### Supply network

Drawn at 4 px/um. Pins as bars on the die edge.
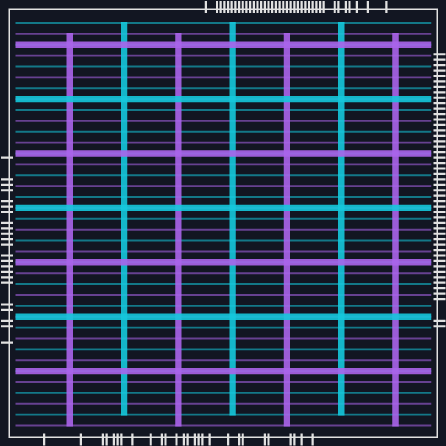
### The clock network

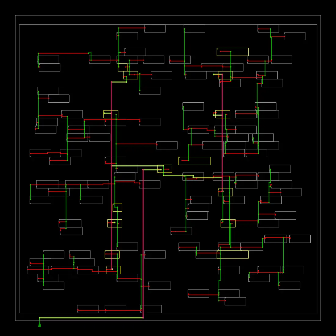
### Gate families picked out

Drawn at 2 px/um.
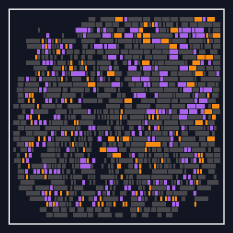
### Metal layers overlaid

Drawn at 4 px/um.
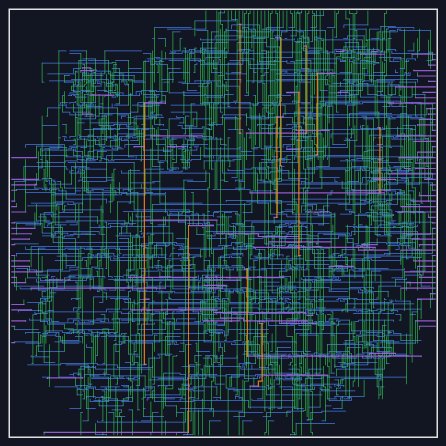
[src/rtl/inst_fetch_if_pkg.sv]
// rtl/inst_fetch_if_pkg.sv - shared bus widths, constants and FSM encoding for inst_fetch_if
package inst_fetch_if_pkg;

    localparam int INST_ADDR_BUS_W = 32;
    localparam int REG_BUS_W       = 32;

    localparam logic [31:0] ZERO_WORD    = 32'h0000_0000;
    localparam logic [31:0] IFI_NOP_INST = ZERO_WORD;

    localparam int IFI_TIMEOUT_DEF = 255;
    localparam int IFI_CNT_W       = 8;

    typedef enum logic [1:0] {
        IFI_IDLE  = 2'b00,
        IFI_REQ   = 2'b01,
        IFI_DRAIN = 2'b10
    } ifi_state_e;

    function automatic logic [IFI_CNT_W-1:0] sat_inc8(input logic [IFI_CNT_W-1:0] v);
        return (&v) ? v : v + 1'b1;
    endfunction

endpackage

[src/rtl/inst_fetch_if_fetch_buf.sv]
// rtl/inst_fetch_if_fetch_buf.sv - one-entry address-tagged instruction buffer with hit compare
module fetch_buf #(
    parameter int                ADDR_W   = 32,
    parameter int                DATA_W   = 32,
    parameter logic [DATA_W-1:0] NOP_INST = '0
) (
    input  logic              clk,
    input  logic              rst,
    input  logic              ce,
    input  logic [ADDR_W-1:0] addr,
    input  logic              flush,
    input  logic              fill_en,
    input  logic [ADDR_W-1:0] fill_addr,
    input  logic [DATA_W-1:0] fill_data,
    output logic              hit,
    output logic [DATA_W-1:0] inst
);

    logic              valid_q;
    logic [ADDR_W-1:0] addr_q;
    logic [DATA_W-1:0] data_q;

    // Flush always beats a fill so a redirected word can never be consumed.
    always_ff @(posedge clk) begin
        if (!rst) begin
            valid_q <= 1'b0;
            addr_q  <= '0;
            data_q  <= NOP_INST;
        end else if (flush) begin
            valid_q <= 1'b0;
        end else if (fill_en) begin
            valid_q <= 1'b1;
            addr_q  <= fill_addr;
            data_q  <= fill_data;
        end
    end

    assign hit  = ce & valid_q & (addr_q == addr);
    assign inst = hit ? data_q : NOP_INST;

endmodule

[src/rtl/inst_fetch_if.sv]
// rtl/inst_fetch_if.sv - instruction-side bridge from core ROM port to req/ack memory; optional INST_FETCH_STATS_EN
module inst_fetch_if
    import inst_fetch_if_pkg::*;
#(
    parameter int                ADDR_W   = INST_ADDR_BUS_W,
    parameter int                DATA_W   = REG_BUS_W,
    parameter int                TIMEOUT  = IFI_TIMEOUT_DEF,
    parameter logic [DATA_W-1:0] NOP_INST = DATA_W'(IFI_NOP_INST)
) (
    input  logic              clk,
    input  logic              rst,
    input  logic              cpu_ce_i,
    input  logic [ADDR_W-1:0] cpu_addr_i,
    input  logic              flush_i,
    output logic [DATA_W-1:0] cpu_inst_o,
    output logic              stallreq_o,
    output logic              mem_req_o,
    output logic [ADDR_W-1:0] mem_addr_o,
    input  logic              mem_ack_i,
    input  logic [DATA_W-1:0] mem_rdata_i,
    output logic              timeout_o
`ifdef INST_FETCH_STATS_EN
    ,
    output logic [31:0]       stall_cnt_o,
    output logic [31:0]       miss_cnt_o
`endif
);

    localparam logic [IFI_CNT_W-1:0] TIMEOUT_LAST = IFI_CNT_W'(TIMEOUT - 1);

    ifi_state_e           state_q, state_d;
    logic                 req_q, req_d;
    logic [ADDR_W-1:0]    addr_q, addr_d;
    logic [IFI_CNT_W-1:0] cnt_q, cnt_d;
    logic                 timeout_q, timeout_d;
    logic                 fill_en;
    logic [DATA_W-1:0]    fill_data;
    logic                 hit;

    fetch_buf #(
        .ADDR_W   (ADDR_W),
        .DATA_W   (DATA_W),
        .NOP_INST (NOP_INST)
    ) u_buf (
        .clk       (clk),
        .rst       (rst),
        .ce        (cpu_ce_i),
        .addr      (cpu_addr_i),
        .flush     (flush_i),
        .fill_en   (fill_en),
        .fill_addr (addr_q),
        .fill_data (fill_data),
        .hit       (hit),
        .inst      (cpu_inst_o)
    );

    assign stallreq_o = cpu_ce_i & ~hit;

    always_ff @(posedge clk) begin
        if (!rst) begin
            state_q   <= IFI_IDLE;
            req_q     <= 1'b0;
            addr_q    <= '0;
            cnt_q     <= '0;
            timeout_q <= 1'b0;
        end else begin
            state_q   <= state_d;
            req_q     <= req_d;
            addr_q    <= addr_d;
            cnt_q     <= cnt_d;
            timeout_q <= timeout_d;
        end
    end

    always_comb begin
        state_d   = state_q;
        req_d     = req_q;
        addr_d    = addr_q;
        cnt_d     = cnt_q;
        timeout_d = timeout_q;
        fill_en   = 1'b0;
        fill_data = mem_rdata_i;
        case (state_q)
            IFI_IDLE: begin
                if (stallreq_o && !flush_i) begin
                    state_d = IFI_REQ;
                    req_d   = 1'b1;
                    addr_d  = cpu_addr_i;
                    cnt_d   = '0;
                end
            end
            IFI_REQ, IFI_DRAIN: begin
                // Ack and timeout both end the handshake; only an unflushed REQ loads the buffer.
                if (mem_ack_i || cnt_q == TIMEOUT_LAST) begin
                    state_d = IFI_IDLE;
                    req_d   = 1'b0;
                    fill_en = (state_q == IFI_REQ) && !flush_i;
                    if (!mem_ack_i) begin
                        timeout_d = 1'b1;
                        fill_data = NOP_INST;
                    end
                end else begin
                    cnt_d = sat_inc8(cnt_q);
                    if (state_q == IFI_REQ && flush_i)
                        state_d = IFI_DRAIN;
                end
            end
            default: begin
                state_d = IFI_IDLE;
                req_d   = 1'b0;
            end
        endcase
    end

    assign mem_req_o  = req_q;
    assign mem_addr_o = addr_q;
    assign timeout_o  = timeout_q;

`ifdef INST_FETCH_STATS_EN
    logic [31:0] stall_cnt_q;
    logic [31:0] miss_cnt_q;

    always_ff @(posedge clk) begin
        if (!rst) begin
            stall_cnt_q <= '0;
            miss_cnt_q  <= '0;
        end else begin
            if (stallreq_o && !(&stall_cnt_q))
                stall_cnt_q <= stall_cnt_q + 32'd1;
            if (state_q == IFI_IDLE && state_d == IFI_REQ && !(&miss_cnt_q))
                miss_cnt_q <= miss_cnt_q + 32'd1;
        end
    end

    assign stall_cnt_o = stall_cnt_q;
    assign miss_cnt_o  = miss_cnt_q;
`endif

endmodule
[config.mk]
export PLATFORM = sky130hd
export DESIGN_NAME = inst_fetch_if
export DESIGN_NICKNAME = d
export VERILOG_FILES = /design/src/rtl/inst_fetch_if_pkg.sv /design/src/rtl/inst_fetch_if_fetch_buf.sv /design/src/rtl/inst_fetch_if.sv
export SDC_FILE = /design/constraint.sdc
export NUM_CORES = 1
export LEC_CHECK = 0
export ABC_AREA = 1
export CAP_MARGIN = 20
export CORE_UTILIZATION = 49
export DETAILED_ROUTE_END_ITERATION = 12
export PLACE_DENSITY = 0.8
export SLEW_MARGIN = 20
export SYNTH_ARGS = -nofsm -noshare
export SYNTH_HDL_FRONTEND = slang
export SYNTH_SLANG_ARGS = --single-unit
[constraint.sdc]
create_clock -name clk -period 2.72 [get_ports clk]
set_clock_uncertainty 0.15 [all_clocks]
set_input_delay 0.544 -clock clk [delete_from_list [all_inputs] [get_ports clk]]
set_output_delay 0.544 -clock clk [all_outputs]
set_load 0.01 [all_outputs]
==> qor.csv <==
stage,metric,value,unit
status,status,"finished, violations left",
clocking,postCtsSetupBuffers,4,
sta,hold_viol,0,
placement,place_congestion,0.870,
synthesis,yosys_warnings,0,
setup_path,slowest_delay,350,ps
clocking,htree_levels,3,
drt,ant_nets,0,
setup_path,worstPathMaxFanout,8,
sta,setup_violations,32,
global_routing,gr-usage-met1,0.359,
synthesis,syn_avg_cell_area,7.26,um^2
die,die_w,107,um
die,die-area,0.0114,mm^2
global_routing,grt_util_met3,0.0401,
layout,final_nets,965,
pwr,p_clk_frac,0.319,
global_routing,grt_pass1_wl,24.9,mm
pwr,power-per-cell-area,484,mW/mm^2
flow_run,tool_warnings,30,
layout,drive_above_1_share,0.267,
synthesis,yosys.cell_types.count,36,
pwr,ir_worst_vdd,0.338,mV
status,failed_checks,setup timing,
layout,n_all_inverters,112,
setup_path,cp-end-kind,output port,
clocking,clockBufferDepth,2,
synthesis,mux_share,0,
pwr,combPwrFrac,0.207,
sta,setup_tns,-5220,ps
drt,wl_met2,7.91,mm
layout,lay_top_count,inv_1,
synthesis,xor_share,0.0147,
sta,timing.final.ws_setup,-186,ps
setup_path,crit_buf_inv,3,
layout,buffers,184,
Notes on 'Supply network' above:
| color | net |
|---|---|
| cyan | VDD |
| purple | VSS |
signal pins: 136
rows: 37

Notes on 'The clock network' above:
clk latency late pin: 380 ps
clock buffers: 10
flip-flops: 109

Notes on 'Gate families picked out' above:
| color | family | cells | most used | where |
|---|---|---|---|---|
| purple | aoi and oai cells | 190 | a21oi_1 | all over the die |
| orange | nor cells | 129 | nor2_1 | all over the die |

Notes on 'Metal layers overlaid' above:
| color | layer | wire length |
|---|---|---|
| blue | metal 1 | 7010 um |
| purple | metal 3 | 847 um |
| orange | metal 4 | 339 um |
| green | metal 2 | 7910 um |
Vias: 5454
WL final: 16.1 mm
Total Routing Usage GR: 0.276
DR WL/cell: 15.6 um

==> worst paths after layout <==
kind,start,endpoint,slack (ps),depth (start not counted)
setup / recovery,u_buf.addr_q[14],cpu_inst_o[24],-190,9
hold reg to reg,timeout_o,timeout_o,300,2
hold / removal,cpu_addr_i[21],mem_addr_o[21],290,3
setup reg to reg,state_q[0],cnt_q[4],270,8
==> power by group through the flow <==
stage | registers, mW | logic [mW] | clock network [mW]
6_report | 1.77 | 0.770 | 1.19
2_1_floorplan | 1.81 | 0.388 | 0
5_1_grt | 1.78 | 0.847 | 1.26
3_3_place_gp | 1.79 | 0.725 | 0
4_1_cts | 1.77 | 0.760 | 1.20
3_5_place_dp | 1.80 | 0.751 | 0
==> cell usage after synthesis, drive strengths merged <==
| cell type | count | share of area |
|---|---|---|
| a211oi | 34 | 0.081 |
| a21oi | 81 | 0.078 |
| a221oi | 1 | 0.0016 |
| and2 | 1 | 0.0012 |
| and3 | 2 | 0.0023 |
| buf | 22 | 0.032 |
| clkbuf | 19 | 0.014 |
| dfxtp | 109 | 0.41 |
| ha | 4 | 0.0093 |
| inv | 112 | 0.078 |
| nand2 | 106 | 0.075 |
| nand3 | 21 | 0.023 |
| nand4 | 8 | 0.0093 |
| nor2 | 122 | 0.087 |
| nor3 | 3 | 0.0028 |
| nor4 | 4 | 0.0047 |
| o2111a | 1 | 0.0021 |
| o21a | 2 | 0.0028 |
| o21ai | 72 | 0.067 |
| o221ai | 1 | 0.0016 |
| o22ai | 1 | 0.0012 |
| or2 | 3 | 0.0035 |
| xnor2 | 8 | 0.013 |
| xor2 | 1 | 0.0016 |
==> cells by family after synthesis <==
kind of cell,count (synthesis)
compound gates,193
xor+xnor,9
fa+ha+maj,4
buf+inv,153
flops,109
simple gates,270
No activity file was given, so power comes from the tool's default toggle rates.
